`config.mk`:
```
export PLATFORM = sky130hd
export DESIGN_NAME = matching_pursuit_sequencer_flat
export DESIGN_NICKNAME = d
export VERILOG_FILES = /design/src/rtl/matching_pursuit_sequencer_if.sv /design/src/rtl/matching_pursuit_sequencer.sv /design/src/flat_wrapper.sv
export SDC_FILE = /design/constraint.sdc
export NUM_CORES = 1
export LEC_CHECK = 0
export CAP_MARGIN = 20
export CORE_MARGIN = 1.5
export CORE_UTILIZATION = 45
export DETAILED_ROUTE_END_ITERATION = 10
export PLACE_DENSITY = 0.74
export SLEW_MARGIN = 20
export SYNTH_ARGS = -nofsm -noshare
export SYNTH_HDL_FRONTEND = slang
export SYNTH_SLANG_ARGS = --single-unit
```
`constraint.sdc`:
```
create_clock -name clock -period 2.03 [get_ports clock]
set_input_delay 0.203 -clock clock [delete_from_list [all_inputs] [get_ports clock]]
set_output_delay 0.203 -clock clock [all_outputs]
set_load 0.02 [all_outputs]
```
`src/rtl/matching_pursuit_sequencer_if.sv`:
```
// Handshake bundle between the matching pursuit sequencer, the chip start/done
// interface and the correlation / residual-update datapaths.
interface matching_pursuit_sequencer_if #(
  parameter int N_ATOMS   = 64,
  parameter int M_SAMPLES = 32,
  parameter int DW        = 16,
  parameter int IW        = 4
);
  localparam int AW = $clog2(N_ATOMS);
  localparam int SW = $clog2(M_SAMPLES);

  logic                 start;
  logic [IW-1:0]        max_iter;
  logic                 busy;
  logic                 done;

  logic                 corr_en;
  logic [AW-1:0]        corr_atom;
  logic                 corr_valid;
  logic signed [DW-1:0] corr_value;

  logic                 upd_en;
  logic [SW-1:0]        upd_sample;
  logic [AW-1:0]        upd_atom;
  logic signed [DW-1:0] upd_coef;
  logic                 upd_ack;

  logic                 sel_valid;
  logic [AW-1:0]        sel_atom;
  logic signed [DW-1:0] sel_coef;
  logic [IW-1:0]        iter_count;

  modport master (
    input  start, max_iter, corr_valid, corr_value, upd_ack,
    output busy, done, corr_en, corr_atom, upd_en, upd_sample, upd_atom, upd_coef,
           sel_valid, sel_atom, sel_coef, iter_count
  );

  modport slave (
    output start, max_iter, corr_valid, corr_value, upd_ack,
    input  busy, done, corr_en, corr_atom, upd_en, upd_sample, upd_atom, upd_coef,
           sel_valid, sel_atom, sel_coef, iter_count
  );
endinterface

```
`src/rtl/matching_pursuit_sequencer.sv`:
```
// Iteration sequencer for the matching pursuit chip: correlation sweep, argmax,
// residual-update sweep, selection output. Optional early stop: MP_EARLY_STOP_EN.
module matching_pursuit_sequencer #(
  parameter int N_ATOMS   = 64,
  parameter int M_SAMPLES = 32,
  parameter int DW        = 16,
  parameter int IW        = 4,
  parameter int STOP_THR  = 256
) (
  input  logic clock,
  input  logic reset_n,
  matching_pursuit_sequencer_if.master bus
);
  localparam int AW = $clog2(N_ATOMS);
  localparam int SW = $clog2(M_SAMPLES);
  localparam logic [AW-1:0]        LAST_ATOM   = AW'(N_ATOMS - 1);
  localparam logic [SW-1:0]        LAST_SAMPLE = SW'(M_SAMPLES - 1);
  localparam logic [DW-1:0]        THR         = DW'(STOP_THR);
  localparam logic signed [DW-1:0] MOST_NEG    = {1'b1, {(DW-1){1'b0}}};
  localparam logic [DW-1:0]        MAX_POS     = {1'b0, {(DW-1){1'b1}}};
`ifdef MP_EARLY_STOP_EN
  localparam bit EARLY_STOP = 1'b1;
`else
  localparam bit EARLY_STOP = 1'b0;
`endif

  typedef enum logic [2:0] {S_IDLE, S_CORR, S_SEL, S_UPD, S_NEXT, S_FIN} state_t;

  state_t               state, next_state;
  logic [IW-1:0]        k_reg;
  logic [IW-1:0]        iter_next;
  logic [DW-1:0]        corr_mag, best_mag;
  logic [AW-1:0]        best_atom;
  logic signed [DW-1:0] best_coef;
  logic                 accept, corr_beat, upd_beat, stop_now, take_sel;

  assign accept    = (state == S_IDLE) && bus.start;
  assign corr_beat = bus.corr_en && bus.corr_valid;
  assign upd_beat  = bus.upd_en && bus.upd_ack;
  assign iter_next = bus.iter_count + IW'(1);
  // The comparison is always built so STOP_THR stays referenced; it folds away when disabled.
  assign stop_now  = EARLY_STOP && (best_mag < THR);
  assign take_sel  = (state == S_SEL) && !stop_now;

  assign bus.busy    = state inside {S_CORR, S_SEL, S_UPD, S_NEXT};
  assign bus.done    = (state == S_FIN);
  assign bus.corr_en = (state == S_CORR);
  assign bus.upd_en  = (state == S_UPD);

  // The most negative code has no positive twin; it saturates to the largest magnitude.
  always_comb begin
    corr_mag = bus.corr_value;
    if (bus.corr_value == MOST_NEG)  corr_mag = MAX_POS;
    else if (bus.corr_value[DW-1])   corr_mag = DW'(-bus.corr_value);
  end

  always_comb begin
    // NOTE: next_state is defaulted first so no path through the case leaves it unassigned (no latch).
    next_state = state;
    case (state)
      S_IDLE: if (bus.start) next_state = (bus.max_iter == '0) ? S_FIN : S_CORR;
      S_CORR: if (corr_beat && bus.corr_atom == LAST_ATOM) next_state = S_SEL;
      S_SEL:  next_state = stop_now ? S_FIN : S_UPD;
      S_UPD:  if (upd_beat && bus.upd_sample == LAST_SAMPLE) next_state = S_NEXT;
      S_NEXT: next_state = (iter_next == k_reg) ? S_FIN : S_CORR;
      S_FIN:  next_state = S_IDLE;
      default: next_state = S_IDLE;
    endcase
  end

  always_ff @(posedge clock or negedge reset_n) begin
    if (!reset_n) state <= S_IDLE;
    else          state <= next_state;
  end

  always_ff @(posedge clock or negedge reset_n) begin
    if (!reset_n) begin
      // NOTE: all state updates are non-blocking so every register sees pre-edge values.
      k_reg          <= '0;
      bus.iter_count <= '0;
      bus.corr_atom  <= '0;
      bus.upd_sample <= '0;
      bus.upd_atom   <= '0;
      bus.upd_coef   <= '0;
      bus.sel_valid  <= 1'b0;
      bus.sel_atom   <= '0;
      bus.sel_coef   <= '0;
      best_mag       <= '0;
      best_atom      <= '0;
      best_coef      <= '0;
    end else begin
      if (accept) begin
        k_reg          <= bus.max_iter;
        bus.iter_count <= '0;
      end
      if (state == S_NEXT) bus.iter_count <= iter_next;

      if (corr_beat)
        bus.corr_atom <= (bus.corr_atom == LAST_ATOM) ? '0 : bus.corr_atom + AW'(1);
      if (upd_beat)
        bus.upd_sample <= (bus.upd_sample == LAST_SAMPLE) ? '0 : bus.upd_sample + SW'(1);

      // Strict '>' keeps the lower index on ties; atom 0 always seeds the sweep.
      if (accept || state == S_NEXT) begin
        best_mag  <= '0;
        best_atom <= '0;
        best_coef <= '0;
      end else if (corr_beat && (bus.corr_atom == '0 || corr_mag > best_mag)) begin
        best_mag  <= corr_mag;
        best_atom <= bus.corr_atom;
        best_coef <= bus.corr_value;
      end

      bus.sel_valid <= take_sel;
      if (take_sel) begin
        bus.sel_atom <= best_atom;
        bus.sel_coef <= best_coef;
        bus.upd_atom <= best_atom;
        bus.upd_coef <= best_coef;
      end
    end
  end
endmodule
```
`src/flat_wrapper.sv`:
```
// flat-port wrapper written by rule: the top's interface ports become plain ports
module matching_pursuit_sequencer_flat 
#(
  parameter int N_ATOMS   = 64,
  parameter int M_SAMPLES = 32,
  parameter int DW        = 16,
  parameter int IW        = 4,
  parameter int STOP_THR  = 256
)
  (clock, reset_n, bus_start, bus_max_iter, bus_corr_valid, bus_corr_value, bus_upd_ack, bus_busy, bus_done, bus_corr_en, bus_corr_atom, bus_upd_en, bus_upd_sample, bus_upd_atom, bus_upd_coef, bus_sel_valid, bus_sel_atom, bus_sel_coef, bus_iter_count);
  matching_pursuit_sequencer_if #(.N_ATOMS(N_ATOMS), .M_SAMPLES(M_SAMPLES), .DW(DW), .IW(IW)) bus_i ();
  input  logic clock;
  input  logic reset_n;
  input wire logic [$bits(bus_i.start)-1:0] bus_start;
  input wire logic [$bits(bus_i.max_iter)-1:0] bus_max_iter;
  input wire logic [$bits(bus_i.corr_valid)-1:0] bus_corr_valid;
  input wire logic [$bits(bus_i.corr_value)-1:0] bus_corr_value;
  input wire logic [$bits(bus_i.upd_ack)-1:0] bus_upd_ack;
  output wire logic [$bits(bus_i.busy)-1:0] bus_busy;
  output wire logic [$bits(bus_i.done)-1:0] bus_done;
  output wire logic [$bits(bus_i.corr_en)-1:0] bus_corr_en;
  output wire logic [$bits(bus_i.corr_atom)-1:0] bus_corr_atom;
  output wire logic [$bits(bus_i.upd_en)-1:0] bus_upd_en;
  output wire logic [$bits(bus_i.upd_sample)-1:0] bus_upd_sample;
  output wire logic [$bits(bus_i.upd_atom)-1:0] bus_upd_atom;
  output wire logic [$bits(bus_i.upd_coef)-1:0] bus_upd_coef;
  output wire logic [$bits(bus_i.sel_valid)-1:0] bus_sel_valid;
  output wire logic [$bits(bus_i.sel_atom)-1:0] bus_sel_atom;
  output wire logic [$bits(bus_i.sel_coef)-1:0] bus_sel_coef;
  output wire logic [$bits(bus_i.iter_count)-1:0] bus_iter_count;
  assign bus_i.start = bus_start;
  assign bus_i.max_iter = bus_max_iter;
  assign bus_i.corr_valid = bus_corr_valid;
  assign bus_i.corr_value = bus_corr_value;
  assign bus_i.upd_ack = bus_upd_ack;
  assign bus_busy = bus_i.busy;
  assign bus_done = bus_i.done;
  assign bus_corr_en = bus_i.corr_en;
  assign bus_corr_atom = bus_i.corr_atom;
  assign bus_upd_en = bus_i.upd_en;
  assign bus_upd_sample = bus_i.upd_sample;
  assign bus_upd_atom = bus_i.upd_atom;
  assign bus_upd_coef = bus_i.upd_coef;
  assign bus_sel_valid = bus_i.sel_valid;
  assign bus_sel_atom = bus_i.sel_atom;
  assign bus_sel_coef = bus_i.sel_coef;
  assign bus_iter_count = bus_i.iter_count;
  matching_pursuit_sequencer #(.N_ATOMS(N_ATOMS), .M_SAMPLES(M_SAMPLES), .DW(DW), .IW(IW), .STOP_THR(STOP_THR)) u_core (.clock(clock), .reset_n(reset_n), .bus(bus_i));
endmodule
```
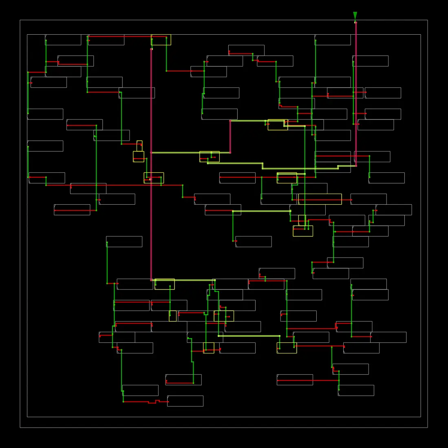
Fig. 1. The clock network (run 1).
clock buffers: 10
clock network power: 1.17 mW
Sink Count: 83

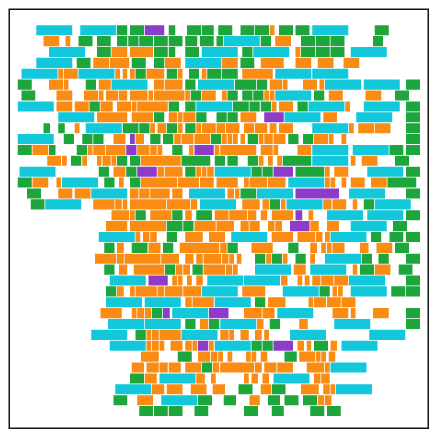
Fig. 2. Cell classes on the final placement (run 1).
Scale: 4 px per um.
purple -> clock drivers and dummy loads  # cells 15
cyan -> flops  # cells 83
green -> other buffers and delay cells  # cells 182
orange -> combinational and other logic  # cells 325
Finished Core Util: 67.57%
core footprint: 0.009864 sq mm

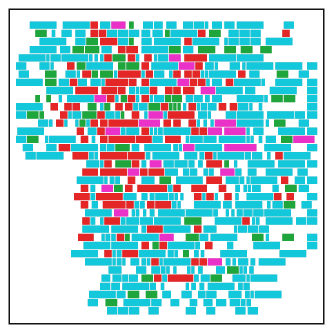
Fig. 3. Cells by drive strength (run 1).
Scale: 3 px per um.
magenta -> _6 and larger  # cells 22, most used clkbuf_8
green -> _2 cells  # cells 63, most used mux2_2
cyan -> _0 and _1 cells  # cells 399, most used dfrtp_1
red -> _3 and _4 cells  # cells 121, most used buf_4

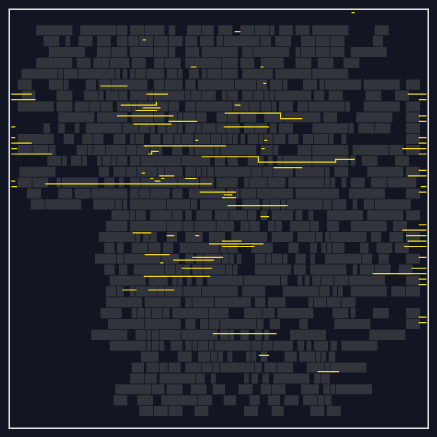
Fig. 4. Signal wires on met3 (run 1).
Scale: 4 px per um.
longest straight run = 41.4 um
share of all routed wire = 3.9%
nets with wire on the layer = 67
main direction = horizontal
wire length on this layer = 462 um
via total after detailed routing: 3955
global-route met3 utilization: 3.634%

==> flow_summary.yaml, run 1 <==
# generated from flow reports
synth:
  synth_seq_share_pct: 44.94
  top_cells_by_area_synth: "dfrtp_1 (45%), mux2_2 (9.7%), ha_1 (6.0%), mux2i_1 (5.8%), nand2_1 (4.1%)"
  syn-mean-instance-area_sq_um: 10.34
  floorplan.nets: 494
  yosys.area_share.aoi_pct: 7.011
  yosys_register_bits: 83
sta:
  clock.fmax_mhz: 319.8
  finalSetupViolations: 38
  fin_worst_skew_ns: 0.01273
  finalHoldWorstSlack_ns: 0.2222
  fin_ws_ns: -1.097
grt:
  via_count_of_the_first_global_routing_pass: 4059
  grt_start_max_net_pins: 56
worst_setup_path:
  crit_path_required_time_ns: 2.31
  crit_type: "primary input to flop"
layout:
  area_dominant_class: "logic gates"
  fillCellCount: 692
  instances_no_fill: 738
  final.signal_buffer_count: 182
  clock_tree_area_fraction_pct: 2.741
  comb_cells: 285
placed_design:
  dp_worst_setup_slack_ns: -1.696
routing:
  detail_route.wl_per_cell_um: 16.28
min_path:
  worstHoldPathType: "primary input to flop"
power_and_ir_drop:
  worst_ir_drop_vdd_mv: 0.5904
  power.leakage_nw: 3.262
status:
  result_of_the_run: "complete, but fails checks"
  violated_checks: "setup timing"
clocking:
  cts_post_setup_buffers_inserted: 10
-- run 1: cells in the final DEF, fill, tap and decap left out, types with 3 or more instances in the layout --
cell             Yosys  routed
a21oi_1             17      13
a21oi_2              0       3
buf_12               0       4
buf_4               22      85
buf_6                1       7
clkbuf_2             0       5
clkbuf_8             2       9
clkdlybuf4s50_1      0      71
dfrtp_1             83      83
dlygate4sd2_1        0       6
ha_1                22      17
ha_4                 0       5
inv_1               40      36
inv_2                0       4
mux2_2              40      28
mux2_4               1      15
mux2i_1             27      24
mux2i_2              0       3
nand2_1             50      49
nand3_1              4       3
nand4_1              7       7
nor2_1              17      13
nor2_2               0       4
nor3_1              19      18
nor4_1               5       3
o21ai_0             15      13
o21ai_1              1       3
xnor2_1             16      16
xor2_1               3       3
-- run 1: power breakdown --
part           total (mW)  internal, mW  switching [mW]
Combinational        4.58          2.34            2.25
Sequential           2.67          2.30           0.371
Clock                1.17         0.558           0.608
Total                8.42          5.19            3.22
-- run 1: layer usage --
metal | GRT usage (%) | vias up | part of all wire (%)
li1 | - | 1825 | -
met1 | 26.51 | 1983 | 41
met2 | 38.20 | 117 | 52
met3 | 3.634 | 30 | 3.8
met4 | 8.929 | 0 | 2.4
met5 | 0 | - | 0
-- run 1: worst max-delay path, delay by kind of cell --
family	cells	cell delay, ns
buffers and inverters	6	0.90
AND/OR/NAND/NOR	4	0.71
multiplexers	2	0.50
AND-OR/OR-AND	3	0.77
adder cells (fa/ha/maj)	1	0.31
-- run 1: per-stage QoR --
stage                     cell area (sq um)  setup TNS, ns  util (%)
final                                  6665         -39.96     67.57
after global routing                   6665         -42.46     67.57
after CTS                              6465         -36.44     65.54
after detailed placement               6112         -62.53     61.96
after global placement                 6112         -59.92     61.96
after floorplan                        4721         -33.09         -
--- run 2 (diff from run 1) ---
--- a/config.mk
+++ b/config.mk
@@ -14,3 +14,4 @@
 export SYNTH_ARGS = -nofsm -noshare
 export SYNTH_HDL_FRONTEND = slang
 export SYNTH_SLANG_ARGS = --single-unit
+export TNS_END_PERCENT = 10
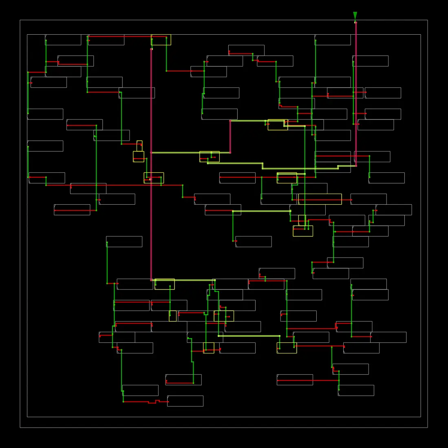
Fig. 5. The clock network (run 2).
clk_skew: 0.01273 ns
Inserted Clock Buffers: 9
later-pin clock latency in the skew report: 0.37 ns
Seq Cell Count: 83

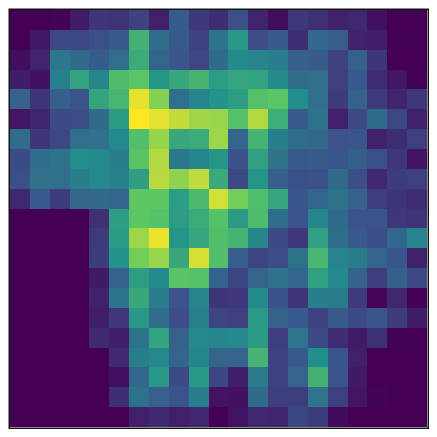
Fig. 6. Routed metal per tile (run 2).
Scale: 4 px per um. The die is cut into 21 by 21 equal tiles; dark purple is low, yellow is high, scaled to the fullest tile. Values are wire area over tile area, all layers added.
tiles over half the peak = 20%
fullest tile = 0.58
densest ninth of the die = centre
emptiest ninth of the die = lower left
nearly empty tiles = 18%
Post-Route WL: 12.02 mm
average wire per cell in the routed design: 16.28 um

==> flow_summary.yaml, run 2 <==
# generated from flow reports
status:
  result_of_the_run: "complete, but fails checks"
  violated_checks: "setup timing"
synth:
  synth_seq_share_pct: 44.94
  yosys_register_bits: 83
worst_setup_path:
  crit_path_required_time_ns: 2.31
placed_design:
  postPlaceCellArea_sq_mm: 0.006112
  dp_worst_setup_slack_ns: -1.696
clocking:
  cts.sinks: 83
power_and_ir_drop:
  worst_ir_drop_vdd_mv: 0.5904
  power.leakage_nw: 3.262
min_path:
  worstHoldPathType: "primary input to flop"
routing:
  routedLengthMet1_mm: 4.964
  wl_met3_um: 462
  top_layer: "met4"
grt:
  grt_start_max_net_pins: 56
  gr-usage-met2_pct: 38.20
  grtUsageMet1_pct: 26.51
  via_count_of_the_first_global_routing_pass: 4059
  grt_use_met3_pct: 3.634
  globalRoute.busiestLayer: "met2"
sta:
  finalHoldWorstSlack_ns: 0.2222
  clock.fmax_mhz: 319.8
  fin_ws_ns: -1.097
  finalSetupTns_ns: -39.96
  finalSetupViolations: 38
layout:
  postLayoutCoreUtil_pct: 67.57
  final_cell_mix: "buf_4 (85), dfrtp_1 (83), clkdlybuf4s50_1 (71)"
  instances_no_fill: 738
die:
  core-area_sq_mm: 0.009864
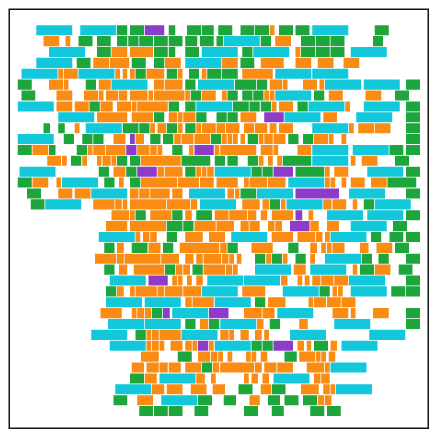
Fig. 7. Cell classes on the final placement (run 2).
Scale: 4 px per um.
green -> other buffers and delay cells  # cells 182
purple -> clock drivers and dummy loads  # cells 15
cyan -> flops  # cells 83
orange -> combinational and other logic  # cells 325
Post-Layout Inst Area: 0.006665 sq mm
Site Rows: 36

## run 2: worst max-delay path, stage by stage
cell and delay (ns):
buf_6 0.10, buf_4 0.14, nor4_4 0.26, buf_4 0.15, nand3_2 0.12, buf_4 0.17
o31ai_4 0.21, mux2i_2 0.28, ha_1 0.31, nand4_1 0.25, nor2_2 0.08, o2bb2ai_2 0.15
o31ai_4 0.41, buf_6 0.20, buf_12 0.14, mux2i_2 0.22
## run 2: cells by family (layout without fill, tap and decap cells)
kind of cell             count (synthesis)  count (layout)  synth area share, %
XOR/XNOR                                19              19                3.600
adder cells (fa/ha/maj)                 22              22                5.956
AND-OR/OR-AND                           53              53                7.011
flip-flops                              83              83                44.94
buffers and inverters                   79             237                8.961
multiplexers                            70              70                16.40
AND/OR/NAND/NOR                        121             121                13.13
## run 2: area by class of cell
type                    instances  area (sq um)
clock inverters                 5         55.05
repair buffers                182          1625
fillers                       692          3199
inverters                      40         150.1
flip-flops and latches         83          2077
multi-input cells             285          2464
well taps                     133         166.4
clock buffers                  10         127.6
## run 2: final timing paths
check                      slack, ns  depth (start not counted)                      to                start
max                            -1.10                         16    u_core.best_coef[14]    bus_corr_value[5]
min                             0.22                          4    u_core.best_coef[11]   bus_corr_value[11]
max reg2reg                    -0.27                          9    u_core.best_coef[14]  u_core.best_mag[13]
min reg2reg                     0.51                          1  u_core.bus.upd_atom[4]  u_core.best_atom[4]
max in group asynchronous       1.10                          3         u_core.k_reg[0]              reset_n
min in group asynchronous       0.30                          2  u_core.bus.upd_coef[3]              reset_n
## run 2: report_power, final
| part | internal (mW) | switching (mW) | leakage, nW |
|---|---|---|---|
| logic | 2.34 | 2.25 | 2.12 |
| clock network | 0.558 | 0.608 | 0.0881 |
| registers | 2.30 | 0.371 | 1.06 |
| total | 5.19 | 3.22 | 3.26 |
Fig. 8: run 2, signal wires on met3
Scale: 4 px per um.
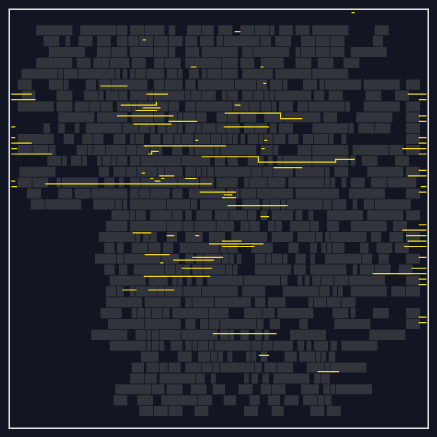

--- run 3 (diff from run 2) ---
--- a/config.mk
+++ b/config.mk
@@ -7,9 +7,10 @@
 export LEC_CHECK = 0
 export CAP_MARGIN = 20
 export CORE_MARGIN = 1.5
-export CORE_UTILIZATION = 45
+export CORE_UTILIZATION = 47
 export DETAILED_ROUTE_END_ITERATION = 10
-export PLACE_DENSITY = 0.74
+export PLACE_DENSITY = 0.76
+export SKIP_CTS_REPAIR_TIMING = 1
 export SLEW_MARGIN = 20
 export SYNTH_ARGS = -nofsm -noshare
 export SYNTH_HDL_FRONTEND = slang
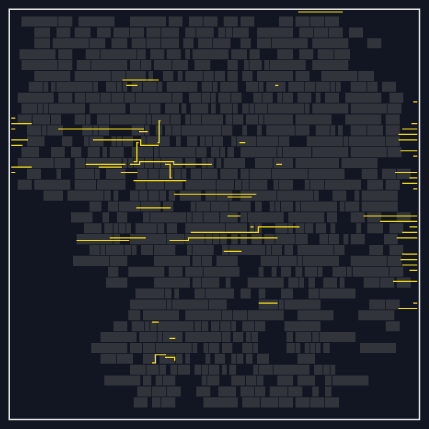
Fig. 9. Signal wires on met3 (run 3).
Scale: 4 px per um.
wire length on this layer = 372 um
main direction = horizontal
share of all routed wire = 3.4%
longest straight run = 22.1 um
nets with wire on the layer = 51
via total after detailed routing: 3733
Post-Route WL: 10.90 mm
global-route met3 utilization: 2.804%

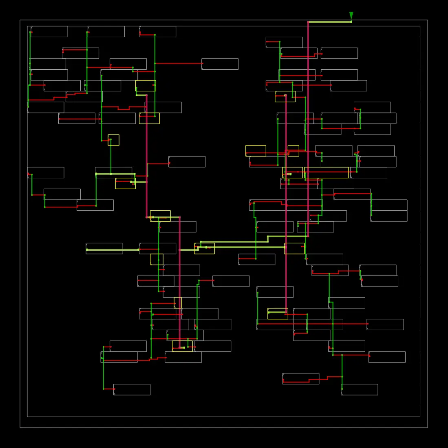
Fig. 10. The clock network (run 3).
later-pin clock latency in the skew report: 0.36 ns
clock buffers: 11

==> flow_summary.yaml, run 3 <==
# generated from flow reports
synth:
  yosys_register_bits: 83
  netlist.top_cell.by_instances: "dfrtp_1"
  synth_seq_share_pct: 44.94
layout:
  instances_no_fill: 723
  fillCellCount: 715
  final_cell_mix: "dfrtp_1 (83), clkdlybuf4s50_1 (71), buf_4 (69)"
  post_layout_inst_area_sq_mm: 0.006513
  postLayoutCoreUtil_pct: 67.56
grt:
  grtUsageMet1_pct: 26.78
  grt_start_max_net_pins: 44
  gr-usage-met2_pct: 35.86
  via_count_of_the_first_global_routing_pass: 3645
  overflow_left_after_global_routing: 0
  globalRoute.busiestLayer: "met2"
sta:
  finalHoldWorstSlack_ns: 0.2263
  clock.fmax_mhz: 330.4
  fin_ws_ns: -0.9966
  finalSetupViolations: 38
  fin_worst_skew_ns: 0.01763
status:
  violated_checks: "setup timing"
  result_of_the_run: "complete, but fails checks"
worst_setup_path:
  rrSetupSlack_ns: -0.14
  critPathLaunch: "bus_corr_value[4]"
  worst_r2r_startpoint: "u_core.best_mag[1]"
  critical_path.reg2reg.endpoint: "u_core.best_coef[8]"
  r2r_cells: 9
  timing.critical_path.to: "u_core.best_coef[8]"
  crit_path_required_time_ns: 2.31
placed_design:
  portbufs: 88
  postPlaceCellArea_sq_mm: 0.006108
  gp_congestion: 0.8749
routing:
  detail_route.wl_per_cell_um: 15.08
min_path:
  timing.hold.worst.start: "bus_corr_value[4]"
  whs_path_depth: 4
  hold-path-endpoint: "u_core.best_coef[4]"
  worstHoldPathType: "primary input to flop"
clocking:
  cts_inserted_buffers: 9
  cts.sinks: 83
run:
  warnings: 29
power_and_ir_drop:
  power.leakage_nw: 3.300
  power_density_mw_per_mm2: 1286
  worst_ir_drop_vdd_mv: 0.7479
die:
  core-area_sq_mm: 0.009639
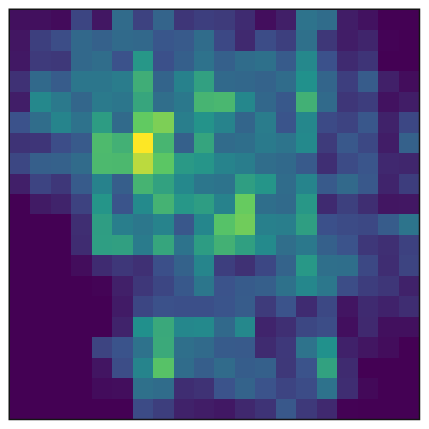
Fig. 11. Routed metal per tile (run 3).
Scale: 4 px per um. The die is cut into 20 by 20 equal tiles; dark purple is low, yellow is high, scaled to the fullest tile. Values are wire area over tile area, all layers added.
nearly empty tiles = 15%
tiles over half the peak = 12%
emptiest ninth of the die = lower left
fullest tile = 0.62
mean over tiles = 0.16
densest ninth of the die = centre

[run 3: netlist changes by cell type in the layout (fill, tap and decap cells not counted), sizes merged]
cell / delta
buf: -19
clkbuf: -2
clkdlybuf4s15: -1
clkinv: -1
dlygate4sd2: -6
dlymetal6s2s: +13
inv: +1
[run 3: cells by family after synthesis]
logic type,share of synthesized area [%]
AOI/OAI and AO/OA,7.011
xor gates and xnor gates,3.600
adders and majority gates,5.956
buffers and inverters,8.961
DFF,44.94
muxes,16.40
and+or+nand+nor,13.13
[run 3: where the power goes]
group / switching [mW] / internal, mW
registers: 0.364 / 2.30
clock network: 0.622 / 0.638
logic: 2.13 / 2.32
[run 3: layer usage]
layer	vias to the layer above	routed length, um
met5	-	0
met4	0	197
met2	84	5586
li1	1796	-
met3	16	372
met1	1837	4748
[run 3: cell type report]
cell class | instances | area (sq um) | area share, %
clock buffers | 11 | 151.4 | 2.325
clock inverters | 5 | 58.81 | 0.9030
inverters | 40 | 150.1 | 2.305
multi-input cells | 285 | 2332 | 35.81
flip-flops and latches | 83 | 2077 | 31.89
well taps | 133 | 166.4 | 2.555
repair buffers | 166 | 1577 | 24.21
[run 3: worst max-delay path, cell delays in order]
cell       delay [ns]
buf_6            0.10
or4_4            0.57
nor4_4           0.36
buf_4            0.20
nor2_1           0.04
mux2_4           0.28
inv_2            0.07
ha_4             0.20
nand4_1          0.18
buf_4            0.16
a2111oi_4        0.04
o31ai_4          0.32
buf_6            0.18
buf_12           0.15
mux2i_2          0.24
Power is estimated from default activity; no workload was simulated.
